$ cat config.mk
export PLATFORM = sky130hd
export DESIGN_NAME = stage4_enfast_nr_flat
export DESIGN_NICKNAME = d
export VERILOG_FILES = /design/src/rtl/stage4_enfast_nr_if.sv /design/src/rtl/stage4_enfast_nr.sv /design/src/flat_wrapper.sv
export SDC_FILE = /design/constraint.sdc
export NUM_CORES = 1
export LEC_CHECK = 0
export CAP_MARGIN = 20
export CORE_AREA = 2 2 160 162
export CTS_CLUSTER_SIZE = 14
export DETAILED_ROUTE_END_ITERATION = 16
export DIE_AREA = 0 0 162 164
export DONT_BUFFER_PORTS = 1
export PLACE_DENSITY_LB_ADDON = 0.15
export SYNTH_ARGS = -nofsm -noshare
export SYNTH_HDL_FRONTEND = slang
export SYNTH_SLANG_ARGS = --single-unit
$ cat constraint.sdc
create_clock -name clk -period 2.2 [get_ports clk]
set_clock_uncertainty 0.05 [all_clocks]
set_input_delay 0.44 -clock clk [delete_from_list [all_inputs] [get_ports clk]]
set_output_delay 0.44 -clock clk [all_outputs]
set_load 0.02 [all_outputs]
$ cat src/rtl/stage4_enfast_nr_if.sv
// Handshake bundle for the FAST encoder stage: decoded head fields in, encoded message out.
// The slave modport is the encoder's view; the master modport is the producer/consumer side.
interface stage4_enfast_nr_if #(
  parameter int FAST_BITS  = 344,
  parameter int FIELD_BITS = 8
);
  logic                  in_valid;
  logic                  in_ready;
  logic [FIELD_BITS-1:0] pid_in;
  logic [FIELD_BITS-1:0] mc_in;
  logic [FIELD_BITS-1:0] mt_in;
  logic                  out_valid;
  logic                  out_ready;
  logic [FAST_BITS-1:0]  fast_out;

  modport master (
    output in_valid, pid_in, mc_in, mt_in, out_ready,
    input  in_ready, out_valid, fast_out
  );

  modport slave (
    input  in_valid, pid_in, mc_in, mt_in, out_ready,
    output in_ready, out_valid, fast_out
  );
endinterface

$ cat src/rtl/stage4_enfast_nr.sv
// FAST encoder stage: copy-operator dictionary on PID/MC/MT, presence-map build,
// left-packed payload and a single registered output slot with skid-free backpressure.
module stage4_enfast_nr #(
  parameter int FAST_BITS  = 344,
  parameter int FIELD_BITS = 8
) (
  input  logic                  clk,
  input  logic                  rst_n,
  stage4_enfast_nr_if.slave     bus,
  input  logic                  dict_clear,
  output logic [FIELD_BITS-1:0] field_PID1,
  output logic [FIELD_BITS-1:0] field_MC1,
  output logic [FIELD_BITS-1:0] field_MT1,
  output logic [15:0]           msg_cnt
);

  localparam int PAY_BITS = 3 * FIELD_BITS;
  localparam int PAD_BITS = FAST_BITS - 16 - PAY_BITS;

  logic [FIELD_BITS-1:0] pid_r, mc_r, mt_r;
  logic                  pid_vld_r, mc_vld_r, mt_vld_r;
  logic                  out_valid_r;
  logic [FAST_BITS-1:0]  fast_r;
  logic [15:0]           cnt_r;

  logic                  in_ready_s;
  logic                  acc_s;
  logic                  cp_pid_s, cp_mc_s, cp_mt_s;
  logic [PAY_BITS-1:0]   payload_s;
  logic [FAST_BITS-1:0]  fast_nxt_s;

  assign in_ready_s = !out_valid_r || bus.out_ready;
  assign acc_s      = bus.in_valid && in_ready_s;

  // A same-cycle clear wins over the stored entries, forcing every field present.
  assign cp_pid_s = pid_vld_r && !dict_clear && (pid_r == bus.pid_in);
  assign cp_mc_s  = mc_vld_r  && !dict_clear && (mc_r  == bus.mc_in);
  assign cp_mt_s  = mt_vld_r  && !dict_clear && (mt_r  == bus.mt_in);

  // Left-pack the present fields in PID, MC, MT order.
  always_comb begin
    payload_s = {PAY_BITS{1'b0}};
    case ({cp_pid_s, cp_mc_s, cp_mt_s})
      3'b000:  payload_s = {bus.pid_in, bus.mc_in, bus.mt_in};
      3'b001:  payload_s = {bus.pid_in, bus.mc_in, {FIELD_BITS{1'b0}}};
      3'b010:  payload_s = {bus.pid_in, bus.mt_in, {FIELD_BITS{1'b0}}};
      3'b011:  payload_s = {bus.pid_in, {(2*FIELD_BITS){1'b0}}};
      3'b100:  payload_s = {bus.mc_in, bus.mt_in, {FIELD_BITS{1'b0}}};
      3'b101:  payload_s = {bus.mc_in, {(2*FIELD_BITS){1'b0}}};
      3'b110:  payload_s = {bus.mt_in, {(2*FIELD_BITS){1'b0}}};
      3'b111:  payload_s = {PAY_BITS{1'b0}};
      default: payload_s = {PAY_BITS{1'b0}};
    endcase
  end

  assign fast_nxt_s = {1'b1, cp_pid_s, cp_mc_s, cp_mt_s, 12'd0, payload_s, {PAD_BITS{1'b0}}};

  // Dictionary: load on acceptance, drop valid flags on a clear with no acceptance.
  always_ff @(posedge clk or negedge rst_n) begin
    if (!rst_n) begin
      pid_r     <= {FIELD_BITS{1'b0}};
      mc_r      <= {FIELD_BITS{1'b0}};
      mt_r      <= {FIELD_BITS{1'b0}};
      pid_vld_r <= 1'b0;
      mc_vld_r  <= 1'b0;
      mt_vld_r  <= 1'b0;
    end else if (acc_s) begin
      pid_r     <= bus.pid_in;
      mc_r      <= bus.mc_in;
      mt_r      <= bus.mt_in;
      pid_vld_r <= 1'b1;
      mc_vld_r  <= 1'b1;
      mt_vld_r  <= 1'b1;
    end else if (dict_clear) begin
      pid_vld_r <= 1'b0;
      mc_vld_r  <= 1'b0;
      mt_vld_r  <= 1'b0;
    end
  end

  // Output slot: holds the encoded message until the consumer takes it.
  always_ff @(posedge clk or negedge rst_n) begin
    if (!rst_n) begin
      out_valid_r <= 1'b0;
      fast_r      <= {FAST_BITS{1'b0}};
    end else if (acc_s) begin
      out_valid_r <= 1'b1;
      fast_r      <= fast_nxt_s;
    end else if (bus.out_ready) begin
      out_valid_r <= 1'b0;
    end
  end

  // Accepted-message counter, wraps modulo 2^16.
  always_ff @(posedge clk or negedge rst_n) begin
    if (!rst_n) begin
      cnt_r <= 16'd0;
    end else if (acc_s) begin
      cnt_r <= cnt_r + 16'd1;
    end
  end

  assign bus.in_ready  = in_ready_s;
  assign bus.out_valid = out_valid_r;
  assign bus.fast_out  = fast_r;
  assign field_PID1    = pid_r;
  assign field_MC1     = mc_r;
  assign field_MT1     = mt_r;
  assign msg_cnt       = cnt_r;

endmodule

$ cat src/flat_wrapper.sv
// flat-port wrapper written by rule: the top's interface ports become plain ports
module stage4_enfast_nr_flat 
#(
  parameter int FAST_BITS  = 344,
  parameter int FIELD_BITS = 8
)
  (clk, rst_n, dict_clear, field_PID1, field_MC1, field_MT1, msg_cnt, bus_in_valid, bus_pid_in, bus_mc_in, bus_mt_in, bus_out_ready, bus_in_ready, bus_out_valid, bus_fast_out);
  stage4_enfast_nr_if #(.FAST_BITS(FAST_BITS), .FIELD_BITS(FIELD_BITS)) bus_i ();
  input  logic clk;
  input  logic rst_n;
  input  logic dict_clear;
  output logic [FIELD_BITS-1:0] field_PID1;
  output logic [FIELD_BITS-1:0] field_MC1;
  output logic [FIELD_BITS-1:0] field_MT1;
  output logic [15:0] msg_cnt;
  input wire logic [$bits(bus_i.in_valid)-1:0] bus_in_valid;
  input wire logic [$bits(bus_i.pid_in)-1:0] bus_pid_in;
  input wire logic [$bits(bus_i.mc_in)-1:0] bus_mc_in;
  input wire logic [$bits(bus_i.mt_in)-1:0] bus_mt_in;
  input wire logic [$bits(bus_i.out_ready)-1:0] bus_out_ready;
  output wire logic [$bits(bus_i.in_ready)-1:0] bus_in_ready;
  output wire logic [$bits(bus_i.out_valid)-1:0] bus_out_valid;
  output wire logic [$bits(bus_i.fast_out)-1:0] bus_fast_out;
  assign bus_i.in_valid = bus_in_valid;
  assign bus_i.pid_in = bus_pid_in;
  assign bus_i.mc_in = bus_mc_in;
  assign bus_i.mt_in = bus_mt_in;
  assign bus_i.out_ready = bus_out_ready;
  assign bus_in_ready = bus_i.in_ready;
  assign bus_out_valid = bus_i.out_valid;
  assign bus_fast_out = bus_i.fast_out;
  stage4_enfast_nr #(.FAST_BITS(FAST_BITS), .FIELD_BITS(FIELD_BITS)) u_core (.clk(clk), .rst_n(rst_n), .bus(bus_i), .dict_clear(dict_clear), .field_PID1(field_PID1), .field_MC1(field_MC1), .field_MT1(field_MT1), .msg_cnt(msg_cnt));
endmodule
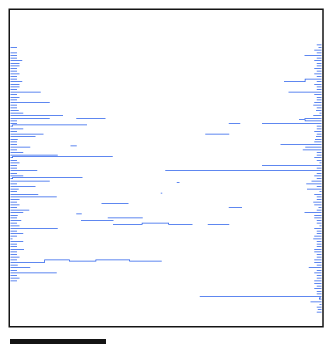
Fig. 1. Metal 3.
Scale bar: 50 microns.
194 nets have wire on it. The longest straight run is 80.7 microns. The wires run mostly horizontal. The layer holds 10% of the routed length.
met3 Use GR: 4.42%
Routed WL: 14100 microns
vias: 3294

==> notes.md <==
impl run done, here's what came out: Clock Sink Count=70, run status=finished with violations, Core ar.=0.0248 sq mm, aoi share=3.68%, GP Congestion=0.695, Adders+Majority by Area=0.221%, ys flop type=dfrtp_1, CP endpoint kind=register, pre-CTS setup slack=-221 ps, Overall Global Routing Usage=10.3%, yosys stat area=0.00565 sq mm, routed length per placed instance=13.6 microns, Clock net power=1.64 mW, cts-stage hold buffer count=2, clock buffer depth=2, Synth area leader=buf_4, MUX area fraction=0.886%, post-CTS setup buffers=2, peak supply drop=0.000364 V, area grow syn2layout=-2.10%, Yosys Instances=665, n_taps=330, slew margin rel.=52.1%, first-pass GRT wire length=19700 microns, multi-input gate share of total cell area=48.6%, final hold slack=146 ps, met2 usage=17.4%, largest net degree at the start of global routing=71, WHS Endpoint=u_core.field_MC1[5], most numerous cell in the Yosys netlist=buf_4, ys async rst share=100%, Final WS setup=-55.4 ps, Die X=162 microns, Port Buffer Count=0, critical-path cell list=xor2_1, or4_4, nor4_4, buf_6, and2b_2, mux2i_2, a31oi_1, global route hottest layer=met2, count of antenna diodes in the layout=0, DRC=0, final period utilization=103%, post-layout min period=2260 ps, Leak=2.91 nW, commonest non-fill, non-tap cells in the layout=conb_1, nand2_1, dfrtp_1, buf_4, FF-to-FF End=u_core.bus.fast_out[324], Power Total=4.63 mW, final setup violation count=7, comb area leader=buffers and inverters, library cells used by synthesis=36, CP arrival=2400 ps, total of max-cap violations=0, fin util=22.3%, Seq share, synth=31.0%, CTS tree=built, Setup Crit Path Kind=reg -> reg, reg-to-reg setup timing slack=-60 ps, part of the power in registers=36.6%, Tightest Hold Check Type=in -> reg, Boundary Pins=415, worst r2r path cells=7, fp util=22.8%, most frequent logic cell in the layout=conb_1, failing checks=negative setup slack, crit path DRT=2350 ps, Combinational Area=0.00269 sq mm, Pint=2.78 mW, row count=58
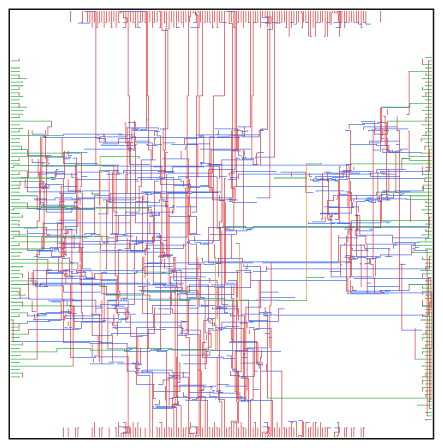
Fig. 2. Wiring by layer.
Key: orange = M4 [wire length 159 microns]; red = M2 [wire length 7160 microns]; blue = M1 [wire length 5360 microns]; green = M3 [wire length 1470 microns]

Power is estimated from default activity; no workload was simulated.
